`src/rtl/mpsoc_msi_pkg.sv`:
```
// Shared AHB encodings, tracker state type and burst-length helper for the MSI interconnect.
package mpsoc_msi_pkg;

  localparam logic [1:0] HTRANS_IDLE   = 2'd0;
  localparam logic [1:0] HTRANS_BUSY   = 2'd1;
  localparam logic [1:0] HTRANS_NONSEQ = 2'd2;
  localparam logic [1:0] HTRANS_SEQ    = 2'd3;

  localparam logic [2:0] HBURST_SINGLE = 3'd0;
  localparam logic [2:0] HBURST_INCR   = 3'd1;
  localparam logic [2:0] HBURST_WRAP4  = 3'd2;
  localparam logic [2:0] HBURST_INCR4  = 3'd3;
  localparam logic [2:0] HBURST_WRAP8  = 3'd4;
  localparam logic [2:0] HBURST_INCR8  = 3'd5;
  localparam logic [2:0] HBURST_WRAP16 = 3'd6;
  localparam logic [2:0] HBURST_INCR16 = 3'd7;

  typedef enum logic [1:0] {
    ST_IDLE,
    ST_BURST,
    ST_INCR,
    ST_LOCKED
  } msi_sw_state_t;

  // Fixed burst length in beats; 0 marks the undefined-length INCR burst.
  function automatic logic [4:0] burst_beats(input logic [2:0] hburst);
    case (hburst)
      HBURST_SINGLE:              burst_beats = 5'd1;
      HBURST_INCR:                burst_beats = 5'd0;
      HBURST_WRAP4, HBURST_INCR4: burst_beats = 5'd4;
      HBURST_WRAP8, HBURST_INCR8: burst_beats = 5'd8;
      default:                    burst_beats = 5'd16;
    endcase
  endfunction

endpackage

```
`src/rtl/mpsoc_msi_beat_counter.sv`:
```
// Load / decrement / hold beat counter; is_last flags a count of exactly one.
module mpsoc_msi_beat_counter #(
  parameter int W = 5
) (
  input  logic         clk,
  input  logic         rst,
  input  logic         load,
  input  logic [W-1:0] load_val,
  input  logic         dec,
  output logic [W-1:0] count,
  output logic         is_last
);

  // Load wins over decrement; decrement saturates at zero.
  always_ff @(posedge clk or posedge rst) begin
    if (rst) begin
      count <= '0;
    end else if (load) begin
      count <= load_val;
    end else if (dec && (count != '0)) begin
      count <= count - {{(W-1){1'b0}}, 1'b1};
    end
  end

  assign is_last = (count == {{(W-1){1'b0}}, 1'b1});

endmodule

```
`src/rtl/mpsoc_msi_master_switch_ctrl.sv`:
```
// Per-master burst/lock tracker: drives per-slave can_switch so arbiters never split bursts or locks.
// Optional MPSOC_MSI_INCR_LIMIT_EN releases the slave every MAX_INCR_BEATS beats of an INCR burst.
module mpsoc_msi_master_switch_ctrl
  import mpsoc_msi_pkg::*;
#(
  parameter int SLAVES         = 5,
  parameter int MAX_INCR_BEATS = 16
) (
  input  logic              HCLK,
  input  logic              HRESET,
  input  logic [SLAVES-1:0] HSEL,
  input  logic [1:0]        HTRANS,
  input  logic [2:0]        HBURST,
  input  logic              HMASTLOCK,
  input  logic              HREADY,
  output logic [SLAVES-1:0] can_switch,
  output logic              burst_active,
  output logic [4:0]        beats_left
);

  localparam int OW = (SLAVES > 1) ? $clog2(SLAVES) : 1;

  if (MAX_INCR_BEATS < 2 || MAX_INCR_BEATS > 31) begin : g_bad_limit
    $error("MAX_INCR_BEATS must be within 2..31");
  end

  msi_sw_state_t state, state_nxt;
  logic [OW-1:0] owner, owner_nxt, sel_idx, clr_idx;
  logic          accepted, is_nonseq, is_seq, is_idle;
  logic          clr_en, restart, ending;
  logic          cnt_load, cnt_dec;
  logic [4:0]    cnt_val, fix_len;
  logic          cnt_last;

  assign accepted  = HREADY && HTRANS[1] && (HSEL != '0);
  assign is_nonseq = (HTRANS == HTRANS_NONSEQ);
  assign is_seq    = (HTRANS == HTRANS_SEQ);
  assign is_idle   = (HTRANS == HTRANS_IDLE);
  assign fix_len   = burst_beats(HBURST);

  always_comb begin
    sel_idx = '0;
    for (int i = SLAVES - 1; i >= 0; i--) begin
      if (HSEL[i]) sel_idx = OW'(i);
    end
  end

`ifdef MPSOC_MSI_INCR_LIMIT_EN
  logic       lim_load, lim_dec, lim_last;
  logic [4:0] lim_val, lim_count;

  mpsoc_msi_beat_counter #(.W(5)) u_incr_lim (
    .clk(HCLK), .rst(HRESET), .load(lim_load), .load_val(lim_val),
    .dec(lim_dec), .count(lim_count), .is_last(lim_last)
  );
`endif

  always_comb begin
    state_nxt = state;
    owner_nxt = accepted ? sel_idx : owner;
    clr_en    = 1'b0;
    clr_idx   = owner;
    restart   = 1'b0;
    ending    = 1'b0;
    cnt_load  = 1'b0;
    cnt_val   = 5'd0;
    cnt_dec   = 1'b0;
`ifdef MPSOC_MSI_INCR_LIMIT_EN
    lim_load  = 1'b0;
    lim_val   = 5'd0;
    lim_dec   = 1'b0;
`endif
    case (state)
      ST_IDLE: restart = 1'b1;
      ST_BURST: begin
        clr_en = 1'b1;
        // IDLE, NONSEQ retry, the last beat, or a SEQ at zero all release the slave.
        if ((HREADY && is_idle) || (accepted && is_nonseq) ||
            (accepted && is_seq && (cnt_val <= beats_left) && (beats_left <= 5'd1))) begin
          clr_en    = 1'b0;
          ending    = 1'b1;
          restart   = 1'b1;
          state_nxt = ST_IDLE;
          cnt_load  = 1'b1;
        end else if (accepted && is_seq) begin
          cnt_dec = 1'b1;
          clr_idx = sel_idx;
        end
      end
      ST_INCR: begin
        clr_en = 1'b1;
        if ((HREADY && is_idle) || (accepted && is_nonseq)) begin
          clr_en    = 1'b0;
          ending    = 1'b1;
          restart   = 1'b1;
          state_nxt = ST_IDLE;
        end else if (accepted && is_seq) begin
          clr_idx = sel_idx;
`ifdef MPSOC_MSI_INCR_LIMIT_EN
          if (lim_last) begin
            clr_en   = 1'b0;
            lim_load = 1'b1;
            lim_val  = 5'(MAX_INCR_BEATS);
          end else begin
            lim_dec = 1'b1;
          end
`endif
        end
      end
      default: begin
        clr_en = 1'b1;
        if (HREADY && !HMASTLOCK && (accepted || is_idle)) begin
          clr_en    = 1'b0;
          ending    = 1'b1;
          restart   = 1'b1;
          state_nxt = ST_IDLE;
        end else if (accepted) begin
          clr_idx = sel_idx;
        end
      end
    endcase

    // A cycle that ends a burst or lock keeps every bit high even if a new burst starts on it.
    if (restart && accepted && is_nonseq) begin
      if (HMASTLOCK) begin
        state_nxt = ST_LOCKED;
      end else if (fix_len > 5'd1) begin
        state_nxt = ST_BURST;
        cnt_load  = 1'b1;
        cnt_val   = fix_len - 5'd1;
      end else if (HBURST == HBURST_INCR) begin
        state_nxt = ST_INCR;
`ifdef MPSOC_MSI_INCR_LIMIT_EN
        lim_load  = 1'b1;
        lim_val   = 5'(MAX_INCR_BEATS - 1);
`endif
      end
      if (!ending && (state_nxt != ST_IDLE)) begin
        clr_en  = 1'b1;
        clr_idx = sel_idx;
      end
    end
  end

  always_ff @(posedge HCLK or posedge HRESET) begin
    if (HRESET) begin
      state <= ST_IDLE;
      owner <= '0;
    end else begin
      state <= state_nxt;
      owner <= owner_nxt;
    end
  end

  mpsoc_msi_beat_counter #(.W(5)) u_beats (
    .clk(HCLK), .rst(HRESET), .load(cnt_load), .load_val(cnt_val),
    .dec(cnt_dec), .count(beats_left), .is_last(cnt_last)
  );

  always_comb begin
    can_switch = '1;
    if (!HRESET && clr_en) can_switch[clr_idx] = 1'b0;
  end

  assign burst_active = (state != ST_IDLE);

endmodule
```
`config.mk`:
```
export PLATFORM = sky130hd
export DESIGN_NAME = mpsoc_msi_master_switch_ctrl
export DESIGN_NICKNAME = d
export VERILOG_FILES = /design/src/rtl/mpsoc_msi_pkg.sv /design/src/rtl/mpsoc_msi_beat_counter.sv /design/src/rtl/mpsoc_msi_master_switch_ctrl.sv
export SDC_FILE = /design/constraint.sdc
export NUM_CORES = 1
export LEC_CHECK = 0
export CAP_MARGIN = 20
export CORE_ASPECT_RATIO = 0.7
export CORE_UTILIZATION = 50
export DETAILED_ROUTE_END_ITERATION = 8
export PLACE_DENSITY = 0.76
export SLEW_MARGIN = 20
export SYNTH_ARGS = -nofsm -noshare
export SYNTH_HDL_FRONTEND = slang
export SYNTH_SLANG_ARGS = --single-unit
export TNS_END_PERCENT = 5
```
`constraint.sdc`:
```
create_clock -name HCLK -period 3.27 [get_ports HCLK]
set_clock_uncertainty 0.2 [all_clocks]
set_input_delay 0.327 -clock HCLK [delete_from_list [all_inputs] [get_ports HCLK]]
set_output_delay 0.327 -clock HCLK [all_outputs]
set_load 0.05 [all_outputs]
```
clock_nets.png
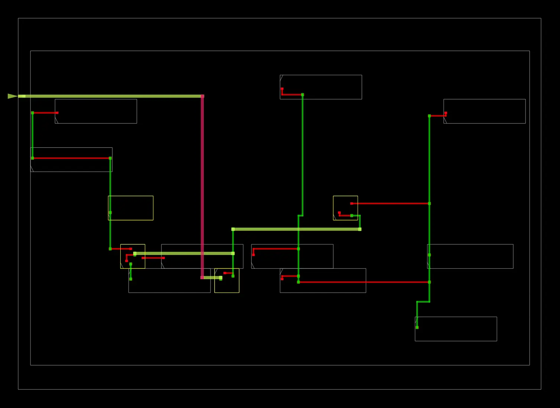
Power Clock: 119 uW
TritonCTS sink count: 10
CTS Buf Count: 3

m3.png
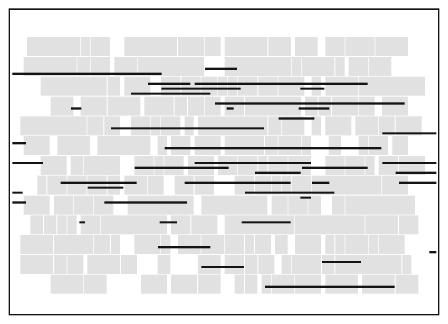
The wires run mostly horizontal. The layer carries 339 um of wire. The layer holds 9.6% of the routed length. 35 nets have wire on it.

route_heat.png
Scale bar: 20 um. 12 x 8 tiles, from white (low) to dark blue (high), scaled to the fullest tile. Values are wire area over tile area, all layers added.
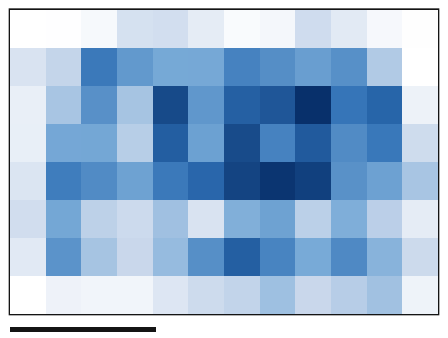
44% of the tiles are over half the peak. The densest ninth of the die: middle. The emptiest ninth of the die: bottom left.

==> results.yml <==
# flow metrics
final_layout:
  clockBufferCount: 4
  flops: 10
  diodes: 0
  stdcell_area_um2: 1710
  final_core_util_pct: 86.4
  fill_cells: 112
  syn2layout_area_growth_pct: 51.9
  largestClassByArea: "multi-input combinational cells"
  regArea_um2: 253
  drive_gt1_share_pct: 30.8
  seq_share_pct: 14.7
  nonClkBufAreaFrac_pct: 26.2
  layout_top_cells: "buf_4, clkdlybuf4s50_1, nor2_1"
  comb_area_share_pct: 52.8
  comb_area_um2: 905
  non_clock_buffer_count: 45
  nNonClkInverters: 9
  nets: 205
routing:
  drt-total-wl_um: 3540
  top_layer: "met4"
  wl_met1_um: 1530
  routed-wl-met3_um: 339
  drt_iter0_drc: 66
  first_pass_iters: 4
  avgViaCountPerCell: 6.09
  wl_met2_um: 1590
  vias: 1292
  route.antenna.remaining_nets: 0
run:
  cap_viol_max_count: 0
  warning_count: 33
clock_network:
  cts_tree: "yes"
  cts_root_buf: "clkbuf_4"
  htree_num_levels: 1
  postCtsSetupBuffers: 1
  clk_pin_slew_ns: 0.09
  cts_resized: 5
  cts_buffer_depth: 2
  cts_hold_buf: 0
floorplan:
  dieArea_um2: 2450
  die_w_um: 58.8
  core_util_floorplan_pct: 56.9
  chipHeight_um: 41.8
  fp-row-count: 13
pwr:
  seqPwrFrac_pct: 19.9
  p_sw_share_pct: 50.0
  combPwrFrac_pct: 69.7
  finalPower_mw: 1.14
  power.leakage_nw: 0.725
  switchingPower_uw: 570
  peakVddDrop_uv: 376
  p_int_uw: 571
sta:
  worst_slack_ns: 0.0780
  fmax_ghz: 0.313
  holdWs_ns: 0.250
  setup-violations-final: 0
  period_used_pct: 97.6
  tightestPinTransition_ns: 0.543
  finalSetupTns_ns: 0
yosys:
  compound_area_share_pct: 35.5
  syn_inst: 135
  async_reset_ff_share_pct: 100
  ys_seq_share_pct: 22.2
  ys_sh_xor_pct: 3.88
  synth-simple-area-share_pct: 25.1
  edf_count: 0
  synth_top_area_share_pct: 22.2
  synthAdderAreaFrac_pct: 8.87
  synth-main-ff-cell: "dfrtp_1"
  top_cells_by_area: "dfrtp_1, ha_1, nand2b_1"
  synthTopCellsByCount: "nor2_1, dfrtp_1, inv_1"
  top_cell: "nor2_1"
  yosys.area.top_type: "dfrtp_1"
  yosys_register_bits: 10
grt:
  track_usage_pct: 30.8
  grt_use_met1_pct: 40.1
  grt_pass1_wl_um: 5620
  grt_overflow_total: 0
placement:
  place.gp.congestion: 0.864
  place_area_um2: 1580
  placed_cells: 204
critical_path:
  cp-end-kind: "primary output"
  cp-startpoint: "HTRANS[1]"
  critPathKind: "input port to primary output"
  critPathTopFamily: "AND-OR/OR-AND gates"
  slowest_delay_ns: 0.53
  critPathBufInv: 3
  worstReg2RegStart: "u_beats.count[0]"
  path_cells: "clkdlybuf4s50_1, buf_4, nand2b_2, o21a_1, a21bo_1, a311oi_4, nor2_2, o22a_2, nand3b_1, buf_12"
  start_kind: "input port"
min_path:
  hold_class: "input port to async pin"
outcome:
  status: "finished, final reports clean"
clock_wires.png
Scale bar: 20 um.
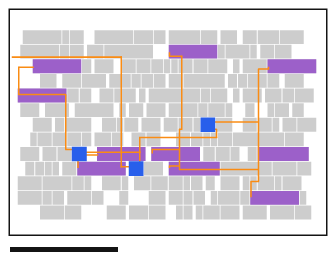
clock-net drivers: marked blue, count 3. clock wires: marked orange, length 197 um. flip-flops: marked purple, count 10.
There are 4 routed clock nets.
Clock Power Share: 10.4%
Insertion Delay late pin: 0.28 ns

layers.png
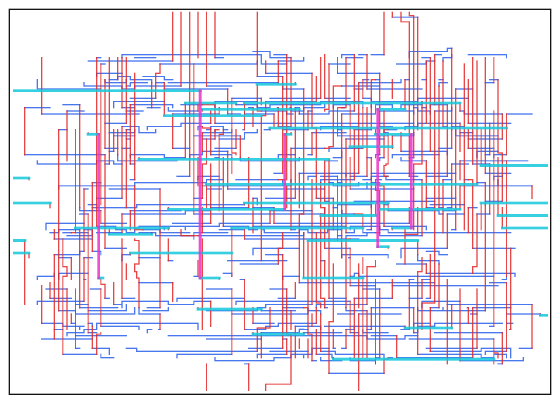
M1: marked blue, wire length 1530 um. M3: marked cyan, wire length 339 um. M4: marked magenta, wire length 69.4 um. M2: marked red, wire length 1590 um.

[path summary, 6_finish.rpt]
check / end / slack, ns / cells past startpoint
worst max-delay path: can_switch[3] / 0.08 / 10
worst min-delay path: owner[1] / 0.25 / 2
worst max register to register: u_beats.count[4] / 0.58 / 8
worst min register to register: owner[1] / 0.42 / 2
max in group asynchronous: u_beats.count[0] / 2.28 / 2
min in group HCLK: owner[1] / 0.30 / 4
[power groups by stage]
stage	registers [mW]	logic, mW	clock network (mW)
2_1_floorplan	0.294	0.389	0
3_3_place_gp	0.220	0.670	0
3_5_place_dp	0.225	0.690	0
4_1_cts	0.223	0.698	0.119
5_1_grt	0.233	0.840	0.127
6_report	0.227	0.795	0.119
[sequential cells by signal, summed over array words and instances (netlist names)]
signal         flops
state              2
owner              3
u_beats.count      5
Power is estimated from default activity; no workload was simulated.
